**src/rtl/dds_pkg.sv**
```systemverilog
// Shared definitions for the DDS control blocks.
//   DDS_W   default phase-step width (must match the downstream DDS)
//   DDS_CW  default dwell counter width
//   sweep_state_e  sweep controller state encoding
package dds_pkg;

  localparam int DDS_W  = 12;
  localparam int DDS_CW = 16;

  typedef enum logic {
    IDLE  = 1'b0,
    SWEEP = 1'b1
  } sweep_state_e;

endpackage

```
**src/rtl/dds_dwell_timer.sv**
```systemverilog
// Dwell timer: counts cycles from zero and flags when the count reaches the
// programmed dwell value, then wraps to zero. One expire pulse therefore
// occurs every dwell+1 cycles while clear is low.
//   clk     primary clock
//   reset   synchronous reset, active-high (count -> 0)
//   clear   holds the count at zero (idle / restart)
//   dwell   terminal count
//   expire  high in the cycle where count == dwell
module dds_dwell_timer
  import dds_pkg::*;
#(
  parameter int CW = DDS_CW
) (
  input  logic          clk,
  input  logic          reset,
  input  logic          clear,
  input  logic [CW-1:0] dwell,
  output logic          expire
);

  localparam logic [CW-1:0] ONE = CW'(1);

  logic [CW-1:0] count;

  assign expire = (count == dwell);

  // NOTE: sequential state is always assigned with <= so every register
  // samples the pre-edge values of its neighbours.
  always_ff @(posedge clk) begin
    if (reset || clear) begin
      count <= '0;
    end else if (expire) begin
      count <= '0;
    end else begin
      count <= count + ONE;
    end
  end

endmodule

```
**src/rtl/dds_sweep_ctrl.sv**
```systemverilog
// Frequency-sweep (chirp) controller feeding the DDS phase-step input.
// Produces a staircase from f_start to f_stop in f_inc increments, each step
// held dwell+1 cycles. Mode 0 sweeps once and pulses done; mode 1 bounces
// between the two endpoints until aborted.
//   clk       primary clock
//   reset     synchronous reset, active-high
//   start     one-cycle pulse, starts a sweep when idle
//   abort     one-cycle pulse, ends any sweep (wins over start)
//   mode      0 = single sweep, 1 = continuous triangle
//   f_start   first phase step
//   f_stop    final phase step
//   f_inc     phase-step increment magnitude
//   dwell     each step is held dwell+1 cycles
//   step_out  registered phase step to the DDS
//   busy      high while sweeping
//   done      one-cycle pulse when a single sweep completes
module dds_sweep_ctrl
  import dds_pkg::*;
#(
  parameter int W  = DDS_W,
  parameter int CW = DDS_CW
) (
  input  logic          clk,
  input  logic          reset,
  input  logic          start,
  input  logic          abort,
  input  logic          mode,
  input  logic [W-1:0]  f_start,
  input  logic [W-1:0]  f_stop,
  input  logic [W-1:0]  f_inc,
  input  logic [CW-1:0] dwell,
  output logic [W-1:0]  step_out,
  output logic          busy,
  output logic          done
);

  sweep_state_e  state;

  // Configuration captured on an accepted start.
  logic [W-1:0]  f_start_q;
  logic [W-1:0]  f_stop_q;
  logic [W-1:0]  f_inc_q;
  logic [CW-1:0] dwell_q;
  logic          mode_q;
  logic          degen_q;   // f_start == f_stop or f_inc == 0

  // Current leg of the sweep.
  logic          up_q;      // 1 = stepping upward
  logic [W-1:0]  target_q;  // endpoint of the current leg

  logic          expire;
  logic          at_end;
  logic [W-1:0]  fwd_step;
  logic [W-1:0]  rev_step;
  logic [W-1:0]  rev_target;

  // Next step toward target, clamped so it never passes (or wraps around)
  // the endpoint. The extra MSB catches carry-out and borrow.
  function automatic logic [W-1:0] advance(
    input logic [W-1:0] step,
    input logic [W-1:0] inc,
    input logic [W-1:0] target,
    input logic         up
  );
    logic [W:0] sum;
    logic [W:0] diff;
    sum  = {1'b0, step} + {1'b0, inc};
    diff = {1'b0, step} - {1'b0, inc};
    if (up) begin
      advance = (sum >= {1'b0, target}) ? target : sum[W-1:0];
    end else begin
      advance = (diff[W] || (diff[W-1:0] <= target)) ? target : diff[W-1:0];
    end
  endfunction

  // The timer sits at zero whenever no sweep is running and is cleared by
  // abort so a following start always begins a full dwell.
  dds_dwell_timer #(
    .CW (CW)
  ) u_dwell_timer (
    .clk    (clk),
    .reset  (reset),
    .clear  ((state == IDLE) || abort),
    .dwell  (dwell_q),
    .expire (expire)
  );

  // A degenerate sweep has no intermediate steps, so its first dwell expiry
  // is already the endpoint.
  assign at_end     = expire && ((step_out == target_q) || degen_q);
  assign fwd_step   = advance(step_out, f_inc_q, target_q, up_q);
  // At a reversal the endpoint has already been held for a full dwell, so
  // the step moves straight off it in the new direction.
  assign rev_target = (target_q == f_stop_q) ? f_start_q : f_stop_q;
  assign rev_step   = advance(step_out, f_inc_q, rev_target, !up_q);

  // NOTE: the configuration registers are intentionally left out of reset;
  // they are only read while sweeping and are always loaded by a start.
  always_ff @(posedge clk) begin
    if (reset) begin
      state    <= IDLE;
      step_out <= '0;
      busy     <= 1'b0;
      done     <= 1'b0;
    end else begin
      done <= 1'b0;
      if (abort) begin
        state <= IDLE;
        busy  <= 1'b0;
      end else begin
        case (state)
          IDLE: begin
            if (start) begin
              f_start_q <= f_start;
              f_stop_q  <= f_stop;
              f_inc_q   <= f_inc;
              dwell_q   <= dwell;
              mode_q    <= mode;
              degen_q   <= (f_start == f_stop) || (f_inc == '0);
              up_q      <= (f_stop >= f_start);
              target_q  <= f_stop;
              step_out  <= f_start;
              busy      <= 1'b1;
              state     <= SWEEP;
            end
          end

          SWEEP: begin
            if (at_end) begin
              if (!mode_q) begin
                state <= IDLE;
                busy  <= 1'b0;
                done  <= 1'b1;
              end else if (!degen_q) begin
                up_q     <= !up_q;
                target_q <= rev_target;
                step_out <= rev_step;
              end
            end else if (expire) begin
              step_out <= fwd_step;
            end
          end

          default: begin
            state <= IDLE;
            busy  <= 1'b0;
          end
        endcase
      end
    end
  end

endmodule

```
**config.mk**
```make
export PLATFORM = sky130hd
export DESIGN_NAME = dds_sweep_ctrl
export DESIGN_NICKNAME = d
export VERILOG_FILES = /design/src/rtl/dds_pkg.sv /design/src/rtl/dds_dwell_timer.sv /design/src/rtl/dds_sweep_ctrl.sv
export SDC_FILE = /design/constraint.sdc
export NUM_CORES = 1
export LEC_CHECK = 0
export CORE_UTILIZATION = 55
export CTS_BUF_LIST = sky130_fd_sc_hd__clkbuf_16
export DETAILED_ROUTE_END_ITERATION = 10
export PLACE_DENSITY = 0.88
export SYNTH_ARGS = -nofsm -noshare
export SYNTH_HDL_FRONTEND = slang
export SYNTH_SLANG_ARGS = --single-unit
export TNS_END_PERCENT = 1
```
**constraint.sdc**
```tcl
create_clock -name clk -period 7.7 [get_ports clk]
set_clock_uncertainty 0.2 [all_clocks]
set_input_delay 1.54 -clock clk [delete_from_list [all_inputs] [get_ports clk]]
set_output_delay 1.54 -clock clk [all_outputs]
set_load 0.05 [all_outputs]
```
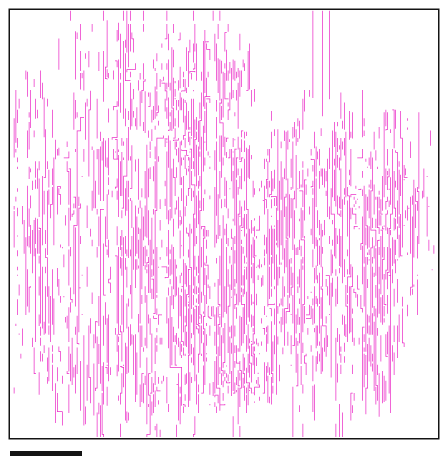
Fig. 1. M2 wires (run 1).
Scale bar: 20 um.
wire length on this layer	8680 um
longest straight run	48.3 um
main direction	vertical
grt met2 use: 0.4404
Total Wirelength: 19910 um
Vias: 6397

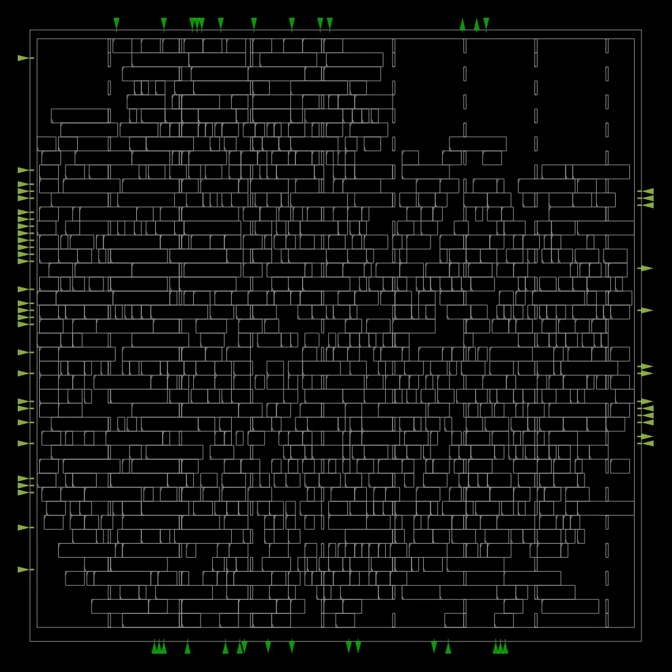
Fig. 2. Cell placement (run 1).
final cell count without fillers: 1019
core area: 0.01324 mm2
row cnt: 42
Flops: 98

==> flow_metrics.py, run 1 <==
# Generated from Yosys and OpenROAD reports
metrics = {
    "cts": {
        "cts_max_level": 3,
        "root_buffer": "clkbuf_16",
        "clk_pin_slew_ns": 0.08,
        "cts_resized": 0,
        "clk_path_buf_depth": 2,
        "postCtsSetupBuffers": 0,
        "cts_buffers": 9,
        "clock_sinks": 98,
        "insertion_delay_ns": 0.35,
        "cts_tree": "yes",
    },
    "route": {
        "drt_iter0_markers": 628,
        "ant_nets": 0,
        "wl_met3_um": 1631,
        "drc": 0,
        "wl_met2_um": 8683,
        "wl_per_cell_um": 19.54,
        "routed.top_layer": "met4",
        "routed_via_density": 6.278,
    },
    "yosys": {
        "yosys-mux-area-fraction": 0.04211,
        "ys.flops": 98,
        "syn_area_mm2": 0.007487,
        "ys.flop_type": "edfxtp_1",
        "synth-edff-count": 67,
        "synth_nets": 921,
        "yosys_area_mm2": 0.007487,
        "synth_area_leader_cell": "edfxtp_1",
        "synth.distinct_cells": 71,
        "topCellsByArea": "edfxtp_1 (27%), ha_1 (14%), dfxtp_1 (8.3%)",
        "synthArstFlopShare": 0,
        "synthXorXnorAreaFrac": 0.08790,
        "synthCells": 780,
        "ys_sh_simple": 0.1375,
    },
    "global_routing": {
        "met1_usage": 0.4035,
        "grt_pass1_wl_um": 31690,
        "grt_util_met3": 0.05454,
        "grt-ovfl-total": 0,
        "grt_pass1_vias": 6077,
        "antenna_found_initial": 0,
        "grt.busiest_layer": "met2",
    },
    "status": {
        "outcome": "finished, final reports clean",
    },
    "setup_path": {
        "critPathBufInv": 2,
        "cp-start-kind": "flip-flop",
        "crit_required_ns": 7.73,
        "reg2reg_from": "step_out[0]",
        "path_class": "flip-flop to flip-flop",
        "startpoint": "step_out[0]",
        "r2r-end": "step_out[9]",
        "ff2ff_path_depth": 18,
        "max_stage_delay_ns": 0.74,
        "crit_arrival_ns": 5.36,
        "cp_slowest_cell": "a311o_1",
    },
    "place": {
        "gp_congestion": 0.9691,
    },
    "power_and_ir_drop": {
        "p_sw_mw": 0.4690,
        "total_power_mw": 1.491,
        "p_leak_nw": 3.530,
        "power_frac_seq": 0.402,
        "p_comb_frac": 0.275,
        "switching_share": 0.3145,
        "p_clk_mw": 0.483,
    },
    "cells_and_area": {
        "buf_share": 0.08530,
        "comb_area_frac": 0.5238,
        "dominant_cells": "multi-input combinational cells",
        "final_nets": 979,
        "fill_cells": 1080,
        "final_cell_mix": "ha_1 (82), nor2_1 (70), clkdlybuf4s50_1 (70)",
        "clkCellAreaFrac": 0.03744,
        "area_growth_pct": 15.59,
    },
    "floorplanning": {
        "fp-utilization": 0.5654,
    },
    "job": {
        "warning_count": 38,
        "cap_violations": 0,
    },
    "sta": {
        "drv_slew": 0,
        "fin_crit_ns": 5.331,
        "tightest_slew_ns": 1.167,
        "timing.setup.tns_ns": 0,
        "max_freq_ghz": 0.1876,
        "rsz0062_at_grt": "no",
        "hold_viol": 0,
    },
    "worst_hold_path": {
        "min_from": "u_dwell_timer.count[0]",
        "hold_path_depth": 1,
        "hold-path-endpoint": "u_dwell_timer.count[0]",
    },
}
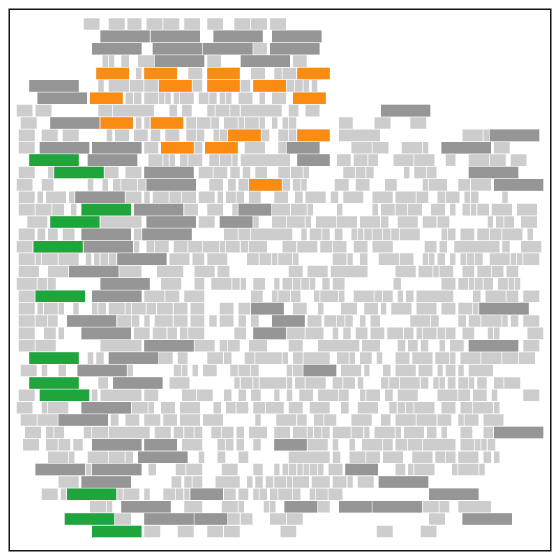
Fig. 3. Sequential cells grouped by signal name (run 1).
Other sequential cells in the stronger grey, the rest of the logic in the fainter grey.
name in the netlist	colour	flops
f_start_q	green	12
u_dwell_timer.count	orange	16
not coloured	70
flop share of the area: 0.3042
Final Util: 0.6535

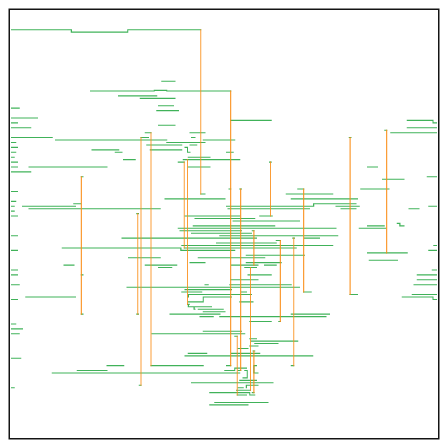
Fig. 4. Routed metal, one colour a layer (run 1).
Only two layers are drawn.
layer	colour	wire length
metal 3	green	1630 um
metal 4	orange	685 um

[run 1: metrics by stage]
| step | utilization | worst slack (ns) | hold WS [ns] |
|---|---|---|---|
| 2_1_floorplan | - | 1.296 | 0.2512 |
| 3_5_place_dp | 0.6291 | 2.459 | 0.2739 |
| 5_1_grt | 0.6535 | 2.004 | 0.3177 |
| 6_report | 0.6535 | 2.369 | 0.2871 |
| 4_1_cts | 0.6535 | 2.452 | 0.2935 |
| 3_3_place_gp | 0.6291 | 2.509 | 0.2659 |
[run 1: worst reg2reg max path, cell delays in order (launching register included)]
cell and delay [ns]:
dfxtp_1 0.35, inv_1 0.10, ha_1 0.17, inv_1 0.06, fa_1 0.41, a21o_1 0.19
a31o_2 0.27, o22ai_1 0.27, o21ai_0 0.18, xor2_1 0.46, ha_1 0.36, a21oi_1 0.13
nand2_1 0.07, a21oi_1 0.16, a311o_1 0.74, mux2_2 0.41, a2111oi_0 0.40, a211oi_1 0.15
o41a_1 0.12
[run 1: flip-flops by register name, summed over array words and instances (netlist names), 12 cells and up]
register             flops
dwell_q                 16
f_stop_q                12
step_out                12
f_start_q               12
u_dwell_timer.count     16
target_q                12
f_inc_q                 12
[run 1: Yosys cell counts (3+ instances only)]
cell	n
nor2_1	70
mux2i_1	20
nand2_1	32
a21oi_1	51
o21bai_1	8
and3_1	4
clkbuf_1	18
a211oi_1	23
o221ai_1	9
nor3_1	13
edfxtp_1	67
dfxtp_1	31
o21ai_0	36
nand4_2	3
and2_1	4
o21ai_1	3
a211o_1	3
mux2_2	9
nand4_1	12
a221oi_1	4
buf_2	8
inv_1	55
nand2b_1	13
a31oi_1	6
o21a_1	4
nand3_1	19
a221o_1	3
nor2b_1	6
a21o_1	16
o41a_1	3
ha_1	82
o211ai_1	5
or3_1	10
xor2_1	39
xnor2_1	31
nor4_1	12
## Run 2: what changed since run 1
--- a/config.mk
+++ b/config.mk
@@ -5,10 +5,10 @@
 export SDC_FILE = /design/constraint.sdc
 export NUM_CORES = 1
 export LEC_CHECK = 0
-export CORE_UTILIZATION = 55
+export CORE_UTILIZATION = 53
 export CTS_BUF_LIST = sky130_fd_sc_hd__clkbuf_16
 export DETAILED_ROUTE_END_ITERATION = 10
-export PLACE_DENSITY = 0.88
+export PLACE_DENSITY = 0.89
 export SYNTH_ARGS = -nofsm -noshare
 export SYNTH_HDL_FRONTEND = slang
 export SYNTH_SLANG_ARGS = --single-unit
==> constraint.sdc (replaced) <==
create_clock -name clk -period 4.7 [get_ports clk]
set_clock_uncertainty 0.2 [all_clocks]
set_input_delay 0.94 -clock clk [delete_from_list [all_inputs] [get_ports clk]]
set_output_delay 0.94 -clock clk [all_outputs]
set_load 0.05 [all_outputs]
==> flow_metrics.py, run 2 <==
# Generated from Yosys and OpenROAD reports
metrics = {
    "status": {
        "outcome": "complete, but fails checks",
        "violations": "DRC",
    },
    "setup_path": {
        "max_stage_delay_ns": 0.41,
        "crit_required_ns": 4.75,
        "critPathBufInv": 3,
        "path_delay_family": "AND-OR/OR-AND gates",
        "cp_max_fo": 6,
        "path_common_cell": "buf_4",
        "cp-start-kind": "flip-flop",
        "end_kind": "flip-flop",
        "crit_arrival_ns": 4.56,
        "path_cells": "ha_2, fa_1, nor2b_1, o311ai_2, buf_4, nand3_2, a21oi_2, o21bai_1, xnor2_2, ha_1, a21o_1, a21oi_1, o21ai_0, a31oi_1, nand2_1, buf_4, buf_4, nor2_1, a211oi_1, o41a_1",
        "cp_slowest_cell": "edfxtp_1",
        "path_class": "flip-flop to flip-flop",
    },
    "cells_and_area": {
        "combGateArea_mm2": 0.004624,
        "n_all_inverters": 55,
        "buf_share": 0.1260,
        "logic_gates": 599,
        "dominant_cells": "multi-input combinational cells",
        "seq_area_mm2": 0.002634,
        "layout_top_cell": "ha_1",
        "clkbuf_count": 10,
        "fill_cells": 1065,
        "nonClockBufferCount": 127,
        "area_growth_pct": 22.31,
        "diodes": 0,
        "clkCellAreaFrac": 0.03429,
        "final_nets": 1031,
        "top_regs": "dwell_q (16), u_dwell_timer.count (16)",
        "comb_area_frac": 0.5050,
        "flops": 98,
        "drive_above_1_share": 0.1341,
        "final_cell_mix": "ha_1 (81), nor2_1 (70), clkdlybuf4s50_1 (70)",
        "seq_share": 0.2876,
    },
    "yosys": {
        "topCellsByArea": "edfxtp_1 (27%), ha_1 (14%), dfxtp_1 (8.3%)",
        "ys.flop_type": "edfxtp_1",
        "synth_top_area_share": 0.2687,
        "synth-edff-count": 67,
        "synth_nets": 921,
        "yosys_area_mm2": 0.007487,
        "synth_area_per_cell_um2": 9.599,
        "syn_area_mm2": 0.007487,
        "synth.distinct_cells": 71,
        "ys_top_cells_by_count": "ha_1 (82), nor2_1 (70), edfxtp_1 (67), inv_1 (55), a21oi_1 (51)",
        "synthCells": 780,
        "yosysMostFrequentCell": "ha_1",
        "ys.flops": 98,
        "synth_area_leader_cell": "edfxtp_1",
        "yosysWarnings": 0,
        "ys_cells": 780,
        "yosysSeqAreaShare": 0.3516,
        "synthArstFlopShare": 0,
    },
    "route": {
        "wl_per_cell_um": 20.03,
        "met1Wirelength_um": 9164,
        "drt-pass1-iter-count": 8,
        "wl_met3_um": 1553,
        "drt_iter0_markers": 609,
        "routed.top_layer": "met4",
        "ant_nets": 0,
        "routed_via_density": 6.221,
        "drc": 2,
        "wl_met2_um": 9805,
    },
    "floorplanning": {
        "chip_area_mm2": 0.01461,
        "ios": 71,
        "fp-utilization": 0.5415,
        "core_mm2": 0.01383,
        "die_h_um": 120.9,
        "die_x_um": 120.9,
        "tap_cells": 180,
        "rows": 43,
    },
    "global_routing": {
        "met1_usage": 0.4057,
        "antenna_found_initial": 0,
        "grt-ovfl-total": 0,
        "grt_pass1_vias": 6413,
        "grt_pass1_wl_um": 33400,
        "track_usage": 0.3047,
        "grt_max_degree": 43,
        "grt.busiest_layer": "met2",
        "grt_util_met3": 0.05216,
    },
    "sta": {
        "slew_headroom": 0.4757,
        "timing.setup.tns_ns": 0,
        "hold_viol": 0,
        "drv_slew": 0,
        "max_freq_ghz": 0.2220,
        "rsz0062_at_grt": "yes",
        "fin_crit_ns": 4.505,
        "setup_violations": 0,
        "tightest_slew_ns": 0.7839,
        "timing.final.crit_share": 0.9584,
    },
    "power_and_ir_drop": {
        "power_frac_seq": 0.384,
        "p_comb_frac": 0.304,
        "powerDensity_mw_per_mm2": 277.0,
        "p_sw_mw": 0.8419,
        "p_int_mw": 1.694,
        "peakVddDrop_v": 0.0002228,
        "switching_share": 0.3319,
        "p_leak_nw": 3.822,
        "power_frac_clock": 0.312,
        "total_power_mw": 2.536,
    },
    "place": {
        "portBuffers": 70,
        "dp_hpwl_um": 16910,
        "gp_congestion": 0.9873,
    },
    "cts": {
        "insertion_delay_ns": 0.37,
        "cts_buffers": 9,
        "cts_max_level": 3,
        "cts_tree": "yes",
        "root_buffer": "clkbuf_16",
        "clk_path_buf_depth": 2,
        "clk_pin_slew_ns": 0.08,
        "clock_sinks": 98,
        "ctsHoldBuffers": 0,
    },
    "job": {
        "warning_count": 39,
        "cap_violations": 0,
    },
    "worst_hold_path": {
        "hp-class": "flip-flop to flip-flop",
    },
}
-- run 2: cell counts after synthesis --
Identical to the previous run, type by type.
-- run 2: tightest hold or removal path: cells and delay by family (launching register included) --
family,cells,cell delay [ns]
flops,1,0.31
compound gates,2,0.13
-- run 2: logic make-up (layout without fill, tap and decap cells) --
group,after synthesis,after routing,share of synthesized area
compound gates,207,207,0.1940
simple gates,206,206,0.1375
flops,98,98,0.3516
fa+ha+maj,84,84,0.1424
buf+inv,83,198,0.04445
xor+xnor,72,72,0.08790
mux,30,30,0.04211
-- run 2: timing repair --
item / CTS / global route
resized: 0 / 20
setup endpoints to repair: 0 / 12
hold endpoints to repair: 0 / 0
setup buffers: 0 / 3
-- run 2: worst paths after layout --
check        startpoint     endpoint  slack [ns]  cells past startpoint
min reg2reg        busy         busy        0.28                      2
min                busy         busy        0.28                      2
max reg2reg  f_inc_q[0]  step_out[9]        0.20                     20
max          f_inc_q[0]  step_out[9]        0.20                     20
-- run 2: metrics by stage --
step	std cells	util	hold slack, ns	area, um2	setup WS [ns]
after global routing	1075	0.6623	0.3168	9158	-0.01967
final	1075	0.6623	0.2841	9158	0.1954
after floorplan	780	-	0.2512	7492	0.07771
after global placement	1056	0.6317	0.2760	8735	0.1334
after detailed placement	1056	0.6317	0.2809	8735	0.05205
after CTS	1072	0.6544	0.2884	9049	0.02824
-- run 2: power by group through the flow --
stage                     sequential [mW]  combinational [mW]  clock (mW)
after global routing                0.975               0.836       0.820
after global placement              0.991               0.724           0
after floorplan                      1.02               0.435           0
after CTS                           0.972               0.740       0.798
after detailed placement            0.992               0.734           0
final                               0.973               0.772       0.791
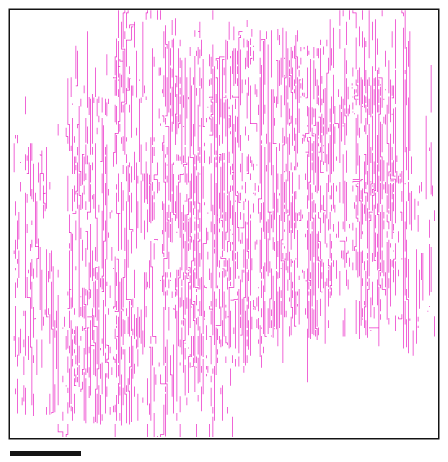
Fig. 5. M2 wires (run 2).
Scale bar: 20 um.
wire length on this layer	9810 um
share of all routed wire	46%
Total Wirelength: 21530 um
Vias: 6688
grt met2 use: 0.4768

## Run 3: what changed since run 2
--- a/config.mk
+++ b/config.mk
@@ -8,7 +8,9 @@
 export CORE_UTILIZATION = 53
 export CTS_BUF_LIST = sky130_fd_sc_hd__clkbuf_16
 export DETAILED_ROUTE_END_ITERATION = 10
+export HOLD_SLACK_MARGIN = 0.1
 export PLACE_DENSITY = 0.89
+export SKIP_CTS_REPAIR_TIMING = 1
 export SYNTH_ARGS = -nofsm -noshare
 export SYNTH_HDL_FRONTEND = slang
 export SYNTH_SLANG_ARGS = --single-unit
==> flow_metrics.py, run 3 <==
# Generated from Yosys and OpenROAD reports
metrics = {
    "setup_path": {
        "crit_arrival_ns": 4.56,
        "path_common_cell": "buf_4",
        "crit_end": "step_out[9]",
        "startpoint": "f_inc_q[0]",
        "reg2reg_from": "f_inc_q[0]",
        "cp_slowest_cell": "edfxtp_1",
        "reg2reg_slack_ns": 0.20,
        "end_kind": "flip-flop",
        "path_delay_family": "AND-OR/OR-AND gates",
        "cp-start-kind": "flip-flop",
        "path_cells": "ha_2, fa_1, nor2b_1, o311ai_2, buf_4, nand3_2, a21oi_2, o21bai_1, xnor2_2, ha_1, a21o_1, a21oi_1, o21ai_0, a31oi_1, nand2_1, buf_4, buf_4, nor2_1, a211oi_1, o41a_1",
        "critPathBufInv": 3,
        "cp_max_fo": 6,
        "path_class": "flip-flop to flip-flop",
    },
    "route": {
        "drt_iter0_markers": 609,
        "ant_nets": 0,
        "routed_wl_um": 21530,
        "drc": 2,
        "vias": 6688,
    },
    "sta": {
        "rsz0062_at_grt": "yes",
        "tightest_slew_ns": 0.7839,
        "hold_viol": 0,
        "timing.final.crit_share": 0.9584,
        "setup_violations": 0,
        "max_freq_ghz": 0.2220,
        "timing.setup.tns_ns": 0,
    },
    "floorplanning": {
        "core_mm2": 0.01383,
        "fp-utilization": 0.5415,
        "rows": 43,
    },
    "cells_and_area": {
        "diodes": 0,
        "layout_top_cell": "ha_1",
        "fin_cells": 1075,
        "drive_above_1_share": 0.1341,
        "area_growth_pct": 22.31,
        "fin_area_mm2": 0.009158,
        "final_cell_mix": "ha_1 (81), nor2_1 (70), clkdlybuf4s50_1 (70)",
        "final_nets": 1031,
    },
    "cts": {
        "cts_buffers": 9,
        "insertion_delay_ns": 0.37,
        "clock_sinks": 98,
        "clk_pin_slew_ns": 0.08,
        "cts_tree": "yes",
    },
    "yosys": {
        "yosysSeqAreaShare": 0.3516,
        "yosysMostFrequentCell": "ha_1",
        "synth_area_per_cell_um2": 9.599,
        "yosys_area_mm2": 0.007487,
        "topCellsByArea": "edfxtp_1 (27%), ha_1 (14%), dfxtp_1 (8.3%)",
        "synth-edff-count": 67,
        "syn_area_mm2": 0.007487,
        "synth_area_leader_cell": "edfxtp_1",
        "synthArstFlopShare": 0,
        "ys_cells": 780,
    },
    "power_and_ir_drop": {
        "total_power_mw": 2.536,
        "peakVddDrop_v": 0.0002228,
        "powerDensity_mw_per_mm2": 277.0,
    },
    "worst_hold_path": {
        "hp-class": "flip-flop to flip-flop",
    },
    "status": {
        "outcome": "complete, but fails checks",
        "violations": "DRC",
    },
    "global_routing": {
        "grt_max_degree": 43,
        "grt-ovfl-total": 0,
    },
    "place": {
        "portBuffers": 70,
        "dp.cells": 1056,
        "gp_congestion": 0.9873,
        "placed_area_mm2": 0.008735,
    },
    "job": {
        "cap_violations": 0,
        "warning_count": 39,
    },
}
[run 3: how the worst min path moves through the flow]
stage,startpoint,end,slack (ns),cells after the start
finish,busy,busy,0.28,2
CTS,busy,busy,0.29,2
floorplan,u_dwell_timer.count[0],u_dwell_timer.count[0],0.25,1
detailed placement,busy,busy,0.28,2
global route,busy,busy,0.32,2
global placement,busy,busy,0.28,2
[run 3: per-stage QoR]
step	util	setup slack [ns]
4_1_cts	0.6544	0.02824
3_3_place_gp	0.6317	0.1334
6_report	0.6623	0.1954
2_1_floorplan	-	0.07771
5_1_grt	0.6623	-0.01967
3_5_place_dp	0.6317	0.05205
[run 3: area by class of cell]
| type | instances | area (um2) |
|---|---|---|
| fill | 1065 | 4669 |
| multi-input combinational | 599 | 4624 |
| sequential | 98 | 2634 |
| timing repair buffer | 127 | 1154 |
| clock buffer | 10 | 250.2 |
| tap | 180 | 225.2 |
| inverter | 55 | 206.4 |
| clock inverter | 6 | 63.81 |
[run 3: power breakdown]
| part | internal, mW | switching [mW] |
|---|---|---|
| sequential | 0.949 | 0.0239 |
| combinational | 0.337 | 0.435 |
| clock | 0.408 | 0.383 |
| total | 1.69 | 0.842 |
[run 3: logic make-up after synthesis]
logic type,after synthesis,synth area share
multiplexers,30,0.04211
adder cells (fa/ha/maj),84,0.1424
flip-flops,98,0.3516
AND/OR/NAND/NOR,206,0.1375
AND-OR/OR-AND,207,0.1940
XOR/XNOR,72,0.08790
buffers and inverters,83,0.04445
[run 3: per-layer routing]
metal	vias up	wire length, um	track usage
li1	3127	-	-
met1	3175	9164	0.4057
met2	319	9805	0.4768
met3	67	1553	0.05216
met4	0	1006	0.1528
met5	-	0	0
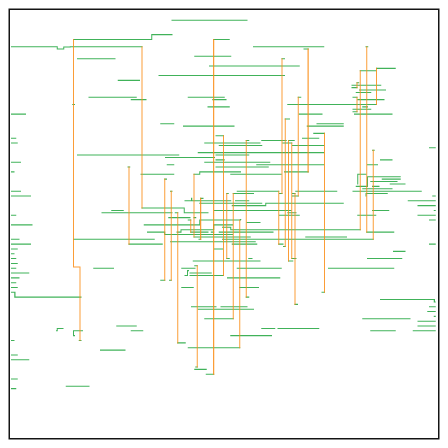
Fig. 6. Routed metal, one colour a layer (run 3).
Only two layers are drawn.
total global-route track usage: 0.3047
per-cell routed wire length: 20.03 um


==> gallery <==
Port wiring.
Scale bar: 20 um.
picture 1
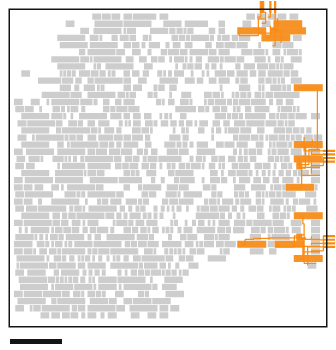
picture 2
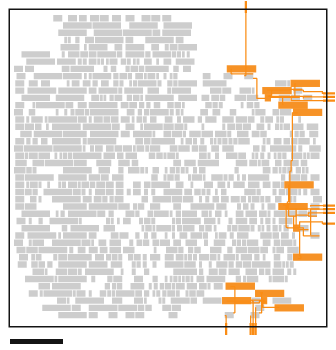
- picture 1 = run 2
- picture 2 = run 1

Power is estimated from default activity; no workload was simulated.
